==> config.mk <==
export PLATFORM = sky130hd
export DESIGN_NAME = sysa_result_collector
export DESIGN_NICKNAME = d
export VERILOG_FILES = /design/src/rtl/sysa_result_collector.sv
export SDC_FILE = /design/constraint.sdc
export NUM_CORES = 1
export LEC_CHECK = 0
export ABC_AREA = 1
export CAP_MARGIN = 20
export CORE_MARGIN = 5
export CORE_UTILIZATION = 26
export CTS_CLUSTER_SIZE = 16
export DETAILED_ROUTE_END_ITERATION = 10
export PLACE_DENSITY = 0.54
export SLEW_MARGIN = 40
export SYNTH_ARGS = -nofsm -noshare
export SYNTH_HDL_FRONTEND = slang
export SYNTH_SLANG_ARGS = --single-unit
==> constraint.sdc <==
create_clock -name clk -period 4.3 [get_ports clk]
set_input_delay 0.86 -clock clk [delete_from_list [all_inputs] [get_ports clk]]
set_output_delay 0.86 -clock clk [all_outputs]
set_load 0.01 [all_outputs]
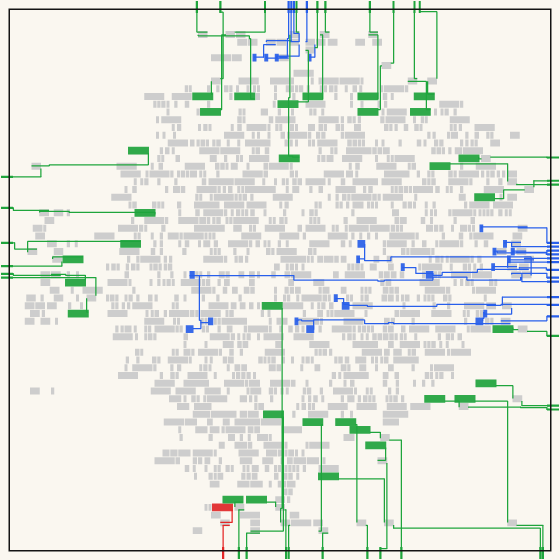
Fig. 1. Nets reached from selected ports (run 1).
Blue is `out1`, direction input, edge 12 east, 4 north, end cells 23, buffers 16, wire 767 µm. Green is `rd_data`, direction output, edge 10 south, 10 north, 6 west, 6 east, end cells 32, buffers 32, wire 1350 µm. Red is `start_err`, direction output, edge south, end cells 1, buffers 1, wire 19.2 µm.
Port Buffer Count: 88
number of primary I/O pins: 89

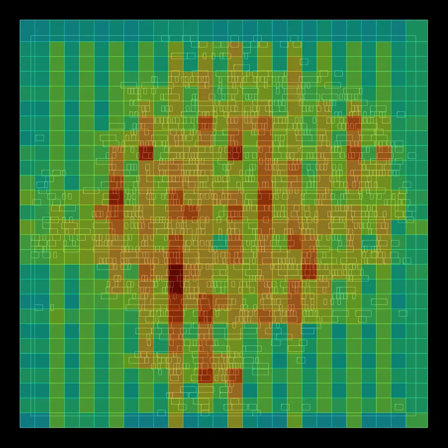
Fig. 2. Routing congestion (run 1).
total routing usage reported by global routing: 0.141
GRT busiest layer: met2
share of the core filled with cells in the final layout: 0.320

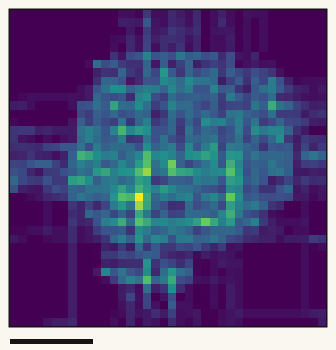
Fig. 3. Wiring heat map (run 1).
Scale bar: 50 µm. The die is cut into 38 by 38 equal tiles; dark purple is low, yellow is high, scaled to the fullest tile. Values are wire area over tile area, all layers added.
The mean over all tiles is 0.11. 32% of the tiles are nearly empty. The densest ninth of the die: centre. The fullest tile reaches 0.68.
wire length per cell after detailed routing: 15.3 µm
detailed-route via count: 7484
Total Routed Length: 25.4 mm

==> run notes <==
Purpose: to document the outcome of synthesis and place and route.

Run status
The flow ran to the end, and the final reports show no timing, DRC or antenna violations.

Floorplanning
The vertical die dimension is approximately 190 µm. The core region is about 32000 µm². The total die size is ~36000 µm². The chip width is between 150 and 200 µm. The core utilization at floorplan is 0.265. The site row count is roughly 65.

Synthesis
The post-synthesis instance area is 8370 µm². Per Yosys stat, the portion of area used by sequential elements is 0.449. After synthesis, the share of cell area in mux cells is 0. The area fraction in and, or, nand and nor cells is 0.268. The post-synthesis cell count from yosys is 1201.

In this run, distinct cell masters in the synthesized netlist total 30. Per the synthesis report, the dominant area consumer among library cells is sky130_fd_sc_hd__dfxtp_1. The post-synthesis net count is between 1000 and 1500.

Synthesis produced a netlist whose cell count is ~1200. The chip area line in the Yosys stat output reads roughly 8400 µm². The post-synth count of flops with an enable pin is 0. Per the synthesis report, the AND-OR/OR-AND share of the synthesized area is 0.130. The mean cell area of the mapped netlist is 6.97 µm².

In the post-synthesis netlist, the biggest area contributors are sky130_fd_sc_hd__dfxtp_1 (45%), sky130_fd_sc_hd__nor2_1 (12%), sky130_fd_sc_hd__inv_1 (9.0%). The synthesis run shows the most used standard cells to be sky130_fd_sc_hd__nor2_1 (257), sky130_fd_sc_hd__inv_1 (201), sky130_fd_sc_hd__dfxtp_1 (188), sky130_fd_sc_hd__nand2_1 (157), sky130_fd_sc_hd__o21ai_0 (93). The most common cell in the synthesized netlist is sky130_fd_sc_hd__nor2_1. The main logic family after synthesis is simple AND/OR/NAND/NOR gates. The area share of the leading cell type in the synthesized netlist is 0.449.

The synthesized design contains 188 register bits. Per the synthesis report, the adder-cell share of the synthesized area is 0.0164. The share of flip-flops with an asynchronous set or reset after synthesis is 0. Warnings reported by Yosys during synthesis add up to 0. Among all flip-flop cells after synthesis, the most frequent one is sky130_fd_sc_hd__dfxtp_1.

Global route
The number of antenna violations at the first check in global routing is 0. The via count of the first global-routing pass is 7022. The first global-routing pass estimated approximately 40 mm of wire. The maximum number of pins on one net before global-route repair is roughly 85. The total overflow left after global routing is 0.

Final layout
The filler cell count is 3460. The net count of the finished layout is between 1000 and 1500. By instance count after routing, the leading logic cell types are sky130_fd_sc_hd__nor2_1 (257), sky130_fd_sc_hd__inv_1 (201), sky130_fd_sc_hd__dfxtp_1 (188).

The flip-flop count of the largest register, all copies and words added is around 140. The relative area change from synthesis to final layout is 20.9%. The number of diodes added for antenna fixing is 0. The most frequent standard cell in the layout excluding fill and tap cells is sky130_fd_sc_hd__nor2_1.

Place
Once detailed placement completed, the half-perimeter wirelength came to 18.0 mm. The congestion estimate from routability-driven global placement came to 0.830.

Timing
The actual slew at the worst max-slew pin is approximately 0.73 ns. The highest clock rate this design can be run at is between 0.3 and 0.4 GHz. The count of final max-slew check failures is 0.

Endpoints failing hold in the final report were tallied at 0. The tightest hold path in the finished design has a slack of roughly 0.47 ns. Per the slew report, the remaining headroom to the max-slew limit stands at 0.510.

In the finished design, the share of the clock period the worst path needs comes to 0.670. The final critical path time including I/O delays and setup is around 2.9 ns. After layout, the setup clock skew is reported as 0.0138 ns. The final setup violation count is 0. The total negative slack is 0 ns. Setup repair after global routing left no endpoint under its margin.

Power and ir drop
The power report lists cell-internal power as ~2.7 mW. Looking at the group totals, the largest power group turns out to be registers. The combinational gate power is around 240 µW. The sequential cell fraction of total power is 0.482. The power report puts the leakage power at 4.27 nW. Summed over the clock group, the power is ~1.7 mW. The share of total power dissipated in combinational logic is 0.064. The net switching share of the total power is 0.254.

The switching power of the nets is 929 µW. The share of total power dissipated in the clock network is 0.454. Per the power-grid run, VDD falls by no more than ~280 µV.

In this run, power in flip-flops and latches comes to between 1.5 and 2 mW. The completed layout was analyzed and its total power is ~3.7 mW.

Worst setup path
Looking at the critical path, the highest net fanout was 44. The type of destination of the critical path is a flop. The critical path launch point type is an input port. For flop-to-flop paths, the worst setup slack is around 1.6 ns. Per STA, the worst path is made up of clkdlybuf4s50_1 > nand3_1 > a21boi_1 > nand2_1 > nand2_2 > buf_4 > buf_4 > nand4_1 > nand3_1 > nor2_1 > nor2_1.

The type of the worst setup path is input port to flop. The worst-path cell with the longest stage delay is sky130_fd_sc_hd__clkdlybuf4s50_1. The number of cells traversed by the worst register-to-register path is 13. Counting buffers and inverters, the worst setup path is 11 cells deep. The script reports the combined buffer and inverter count of the critical path as 3. The endpoint required time on the critical path is ~4.7 ns. The timing report gives the biggest stage delay along the critical path as about 0.51 ns. At the worst endpoint, the arrival time is around 3.2 ns. The kind of cell with the highest combined delay along the critical path is buffers and inverters.

CTS
The depth of the CTS H-tree is 4. The number of buffers added for setup after CTS is 0. The clock root buffer is sky130_fd_sc_hd__clkbuf_16.

The number of buffers created by CTS is 17. Post-CTS repair ended up resizing 0 cells. The clock transition at the registers of the reported paths is roughly 0.07 ns.

The deepest clock path buffer count is 2. The cts-stage hold buffer count is 0. Clock latency on the worst-skew pair, taken at its later pin, is 0.45 ns. TritonCTS built the clock tree. According to the CTS report, the clock sink count is about 190.

Hold path
The instance count along the most critical hold path is 2. The path type of the worst min-delay path is flop to flop.

Route
Per the detail_route report, vias per standard cell equal 4.49. The number of iterations in the first detailed-routing pass is 5. The number of DRC markers in iteration 0 is a little under 600.

The count of unresolved DRC violations after routing is 0. The final antenna-violating net count is 0.

Flow run
The tool flagged a number of max-cap violations equal to 0. Across all stage logs, warnings added up to 33.
run 1: through the flow:
stage | instances | instance area (µm²) | setup slack, ns
6_report | 1666 | 10100 | 1.42
5_1_grt | 1666 | 10100 | 1.23
4_1_cts | 1666 | 10100 | 1.41
3_5_place_dp | 1634 | 9500 | 0.951
3_3_place_gp | 1634 | 9500 | 0.995
2_1_floorplan | 1201 | 8370 | 2.29
run 1: final cells by class:
type,instances,area [µm²],area share
inverters,206,778,0.0769
clock buffers,17,425,0.0420
repair buffers,100,987,0.0975
well taps,402,503,0.0497
flip-flops and latches,188,3760,0.372
multi-input cells,738,3470,0.343
clock inverters,15,196,0.0194
run 1: routing by layer:
metal	track usage	part of all wire	vias up
li1	-	-	3811
met1	0.194	0.48	3468
met2	0.225	0.46	172
met3	0.0245	0.046	33
met4	0.0473	0.022	0
met5	0	0	-
Power is estimated from default activity; no workload was simulated.
